## config.mk

```make
export PLATFORM = sky130hd
export DESIGN_NAME = prefetch_unit
export DESIGN_NICKNAME = d
export VERILOG_FILES = /design/src/rtl/prefetch_unit.sv
export SDC_FILE = /design/constraint.sdc
export NUM_CORES = 1
export LEC_CHECK = 0
export CAP_MARGIN = 5
export CORE_MARGIN = 2
export CORE_UTILIZATION = 45
export CTS_CLUSTER_DIAMETER = 100
export DETAILED_ROUTE_END_ITERATION = 10
export PLACE_DENSITY = 0.73
export SETUP_SLACK_MARGIN = 0.1
export SYNTH_ARGS = -nofsm -noshare
export SYNTH_HDL_FRONTEND = slang
export SYNTH_SLANG_ARGS = --single-unit
export TNS_END_PERCENT = 20
```

## constraint.sdc

```tcl
create_clock -name clk -period 15.35 [get_ports clk]
set_clock_uncertainty 0.05 [all_clocks]
set_input_delay 4.605 -clock clk [delete_from_list [all_inputs] [get_ports clk]]
set_output_delay 4.605 -clock clk [all_outputs]
set_load 0.005 [all_outputs]
```

## src/rtl/prefetch_unit.sv

```systemverilog
`default_nettype none
// ============================================================================
//  Module   : prefetch_unit
//  Purpose  : Instruction prefetcher. Issues sequential 4-byte fetch requests
//             to an in-order memory port, queues returned instruction words
//             with their PCs and presents them to the decoder. Requests are
//             credit-limited so the queue can never overflow. A redirect
//             flushes the queue, restarts fetch at a new PC and drops every
//             response still in flight.
//  Macro    : PREFETCH_BYPASS_EN - when defined, a response arriving while the
//             queue is empty is presented to the decoder in the same cycle.
//             When undefined, inst_valid depends on registered state only.
//  Ports    : clk, reset (sync, active-high)
//             redirect, redirect_pc      - flush and refetch from redirect_pc
//             halt                       - stop issuing new memory requests
//             mem_req_valid/ready/addr   - fetch request channel
//             mem_rsp_valid/data         - in-order response channel
//             inst_valid/ready/data/pc   - decoder channel (queue head)
//  Revision : 1.0 - initial release
// ============================================================================
module prefetch_unit #(
    parameter int             XLEN     = 64,
    parameter int             DEPTH    = 4,
    parameter logic [XLEN-1:0] RESET_PC = 'h2000
) (
    input  logic            clk,
    input  logic            reset,
    input  logic            redirect,
    input  logic [XLEN-1:0] redirect_pc,
    input  logic            halt,
    output logic            mem_req_valid,
    input  logic            mem_req_ready,
    output logic [XLEN-1:0] mem_req_addr,
    input  logic            mem_rsp_valid,
    input  logic [31:0]     mem_rsp_data,
    output logic            inst_valid,
    input  logic            inst_ready,
    output logic [31:0]     inst_data,
    output logic [XLEN-1:0] inst_pc
);

    localparam int c_PTR_W = $clog2(DEPTH);
    localparam int c_CNT_W = $clog2(DEPTH + 1);

    logic [XLEN-1:0]    r_fetch_pc;
    logic [XLEN-1:0]    r_rsp_pc;
    logic [c_CNT_W-1:0] r_count;
    logic [c_CNT_W-1:0] r_outstanding;
    logic [c_CNT_W-1:0] r_discard;
    logic [c_PTR_W-1:0] r_rd_ptr;
    logic [c_PTR_W-1:0] r_wr_ptr;
    logic [31:0]        r_q_data [DEPTH];
    logic [XLEN-1:0]    r_q_pc   [DEPTH];

    logic [c_CNT_W:0]   w_credit_sum;
    logic               w_req_hs;
    logic               w_rsp_keep;
    logic               w_q_empty;
    logic               w_bypass;
    logic               w_pop;
    logic               w_enq;
    logic [c_CNT_W-1:0] w_outstanding_nxt;

    // Queued words plus in-flight requests bound the future queue occupancy,
    // so keeping their sum below DEPTH guarantees room for every response.
    assign w_credit_sum  = {1'b0, r_count} + {1'b0, r_outstanding};
    assign mem_req_valid = !reset && !halt && (w_credit_sum < (c_CNT_W + 1)'(DEPTH));
    assign mem_req_addr  = r_fetch_pc;
    assign w_req_hs      = mem_req_valid && mem_req_ready;

    // A response is dropped if it belongs to a flushed stream: either the
    // redirect happens this cycle or older discards are still pending.
    assign w_rsp_keep    = mem_rsp_valid && !redirect && (r_discard == '0);
    assign w_q_empty     = (r_count == '0);

`ifdef PREFETCH_BYPASS_EN
    assign w_bypass      = w_q_empty && w_rsp_keep;
`else
    assign w_bypass      = 1'b0;
`endif

    assign inst_valid    = !reset && (!w_q_empty || w_bypass);
    assign inst_data     = w_bypass ? mem_rsp_data : r_q_data[r_rd_ptr];
    assign inst_pc       = w_bypass ? r_rsp_pc     : r_q_pc[r_rd_ptr];

    assign w_pop         = inst_valid && inst_ready && !w_q_empty;
    // A bypassed word that the decoder takes immediately never enters the queue.
    assign w_enq         = w_rsp_keep && !(w_bypass && inst_ready);

    assign w_outstanding_nxt = r_outstanding + c_CNT_W'(w_req_hs) - c_CNT_W'(mem_rsp_valid);

    always_ff @(posedge clk) begin
        if (reset) begin
            r_fetch_pc    <= RESET_PC;
            r_rsp_pc      <= RESET_PC;
            r_count       <= '0;
            r_outstanding <= '0;
            r_discard     <= '0;
            r_rd_ptr      <= '0;
            r_wr_ptr      <= '0;
        end else begin
            r_outstanding <= w_outstanding_nxt;
            if (redirect) begin
                // Every request still unanswered after this cycle belongs to
                // the old stream, including one accepted right now.
                r_fetch_pc <= redirect_pc;
                r_rsp_pc   <= redirect_pc;
                r_discard  <= w_outstanding_nxt;
                r_count    <= '0;
                r_rd_ptr   <= '0;
                r_wr_ptr   <= '0;
            end else begin
                if (w_req_hs) begin
                    r_fetch_pc <= r_fetch_pc + XLEN'(4);
                end
                if (w_rsp_keep) begin
                    r_rsp_pc <= r_rsp_pc + XLEN'(4);
                end
                if (mem_rsp_valid && (r_discard != '0)) begin
                    r_discard <= r_discard - c_CNT_W'(1);
                end
                if (w_enq) begin
                    r_wr_ptr <= r_wr_ptr + c_PTR_W'(1);
                end
                if (w_pop) begin
                    r_rd_ptr <= r_rd_ptr + c_PTR_W'(1);
                end
                r_count <= r_count + c_CNT_W'(w_enq) - c_CNT_W'(w_pop);
            end
        end
    end

    // Queue storage carries no reset; validity is tracked by r_count alone.
    always_ff @(posedge clk) begin
        if (!reset && w_enq) begin
            r_q_data[r_wr_ptr] <= mem_rsp_data;
            r_q_pc[r_wr_ptr]   <= r_rsp_pc;
        end
    end

endmodule
`default_nettype wire
```

Fig. 1: logic cells by family
Bar = 50 um.
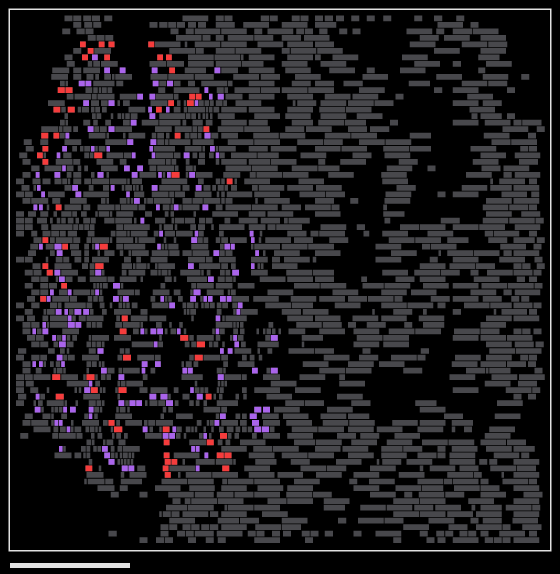
family	color	cells
inverting AOI/OAI gates	purple	182
AND-OR and OR-AND gates	red	65
Comb/total area: 26.75%
final cell count without fillers: 2448
most frequent logic cell in the layout: edfxtp_1

==> results.sh <==
# source this file to load flow results
export IMPL_outcome="finished clean"
export IMPL_place_inst=2348
export IMPL_rows=81
export IMPL_fin_area_mm2=0.02711
export IMPL_bufAreaShareNonClock_pct=10.29
export IMPL_dieArea_mm2=0.05068
export IMPL_endpoint_kind="output port"
export IMPL_cts_resized=0
export IMPL_use_met2_pct=35.41
export IMPL_cts_setup_buffers=0
export IMPL_internal_power_uw=2492
export IMPL_combPwrFrac_pct=7.5
export IMPL_fmaxAchievable_mhz=89.72
export IMPL_synthMuxAreaShare_pct=9.871
export IMPL_drt_wirelength_per_cell_um=23.45
export IMPL_fillers=3923
export IMPL_final_antenna_net_count=0
export IMPL_hold_viol=0
export IMPL_crit_fanout=6
export IMPL_cp_start_kind="primary input"
export IMPL_clk_latency_ns=0.59
export IMPL_grt_use_total_pct=22.70
export IMPL_wirelength_met1_mm=25.02
export IMPL_cts_buffer_depth=3
export IMPL_synthCells=1520
export IMPL_required_ns=10.70
export IMPL_switching_share_pct=22.35
export IMPL_ys_cells=1520
export IMPL_cts_buffers=53
export IMPL_areaGrowthSynthToFinish_pct=23.23
export IMPL_comb_power_uw=240
export IMPL_hp_class="reg -> reg"
export IMPL_gp_congestion=0.8917
export IMPL_holdPathStages=2
export IMPL_seq_power_uw=1640
export IMPL_met1_usage_pct=32.50
export IMPL_clkbuf_count=63
export IMPL_hold_path_end="mem_req_addr[1]"
export IMPL_yosysWarnings=0
export IMPL_cts_root_buf="clkbuf_16"
export IMPL_dr_wl_met2_mm=26.42
export IMPL_p_clk_share_pct=41.6
export IMPL_async_flop_share_pct=0
export IMPL_top_regs="r_q_pc (256), r_q_data (128)"
export IMPL_slew_headroom_pct=31.79
export IMPL_period_needed_ns=11.15
export IMPL_nWellTaps=622
export IMPL_clkSlewWorstSetupHoldPaths_ns=0.06
export IMPL_drive_above_1_share_pct=11.72
export IMPL_fin_crit_sh_pct=72.61
export IMPL_synth_top_area_share_pct=52.41
export IMPL_pwr_share_seq_pct=51.0
export IMPL_antennaDiodeCount=0
export IMPL_ys_sh_xor_pct=2.269
export IMPL_overflow=0
export IMPL_core_mm2=0.04865
export IMPL_synth_net_count=1639
export IMPL_reg2reg_from="r_discard[0]"
export IMPL_sh_seq_area_pct=53.11
export IMPL_edf_count=384
export IMPL_h_tree_depth=2
export IMPL_topCellsByArea="edfxtp_1, dfxtp_1, mux4_2"
export IMPL_leakage_uw=0.008583
export IMPL_finalPower_uw=3209
export IMPL_finalWorstSetupSlack_ns=4.204
export IMPL_dominant_cells="registers"
export IMPL_ys_sh_adder_pct=0.9781
export IMPL_fin_util_pct=55.74
export IMPL_drtIter0Drc=1286
export IMPL_final_setup_viol_count=0
export IMPL_cts_sinks=527
export IMPL_pre_cts_ws_ns=4.223
export IMPL_synth_cell_types=55
export IMPL_p_switching_uw=717.2
export IMPL_signal_buffers=284
export IMPL_grt_pass1_wl_mm=87.27
export IMPL_syn_area_mm2=0.02200
export IMPL_cap_violations=0
export IMPL_power_leader="registers"
export IMPL_cp_arrival_ns=6.49
export IMPL_crit_path_end="mem_req_valid"
Fig. 2: pin placement
Pins as bars across the die edge, other pins in gray.
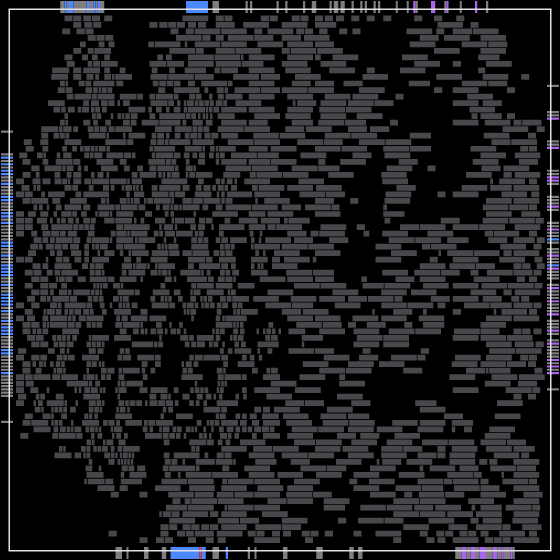
port	color	pins	direction	edge
redirect	red	1	input	south
redirect_pc	blue	64	input	30 west, 16 north, 16 south, 2 east
mem_rsp_data	purple	32	input	16 east, 11 south, 5 north
Die X: 225.1 um
port bufs: 264

## cells in the final DEF (no fill, tap or decap), drive strengths merged, types with 7 or more instances in the layout
cell type	count
edfxtp	384
clkdlybuf4s50	263
dfxtp	143
mux4	96
nand2	95
clkbuf	63
nor2	59
nand4	56
nand3	51
o21ai	48
and3	41
nor3	39
o21a	36
a21boi	36
xor2	30
nor4	30
xnor2	27
inv	26
a21oi	25
clkinv	25
and4	22
buf	21
a211oi	20
or3	18
or4	17
a311oi	16
ha	14
a31oi	13
o31a	12
and2	12
o211ai	11
nor4b	10
o31ai	9
nor2b	8
bufinv	8
nor3b	7
o311a	7
## critical path: stages
cell and delay (ns):
clkdlybuf4s50_1 0.39, or4_1 0.64, nor3_1 0.30, clkdlybuf4s50_1 0.56
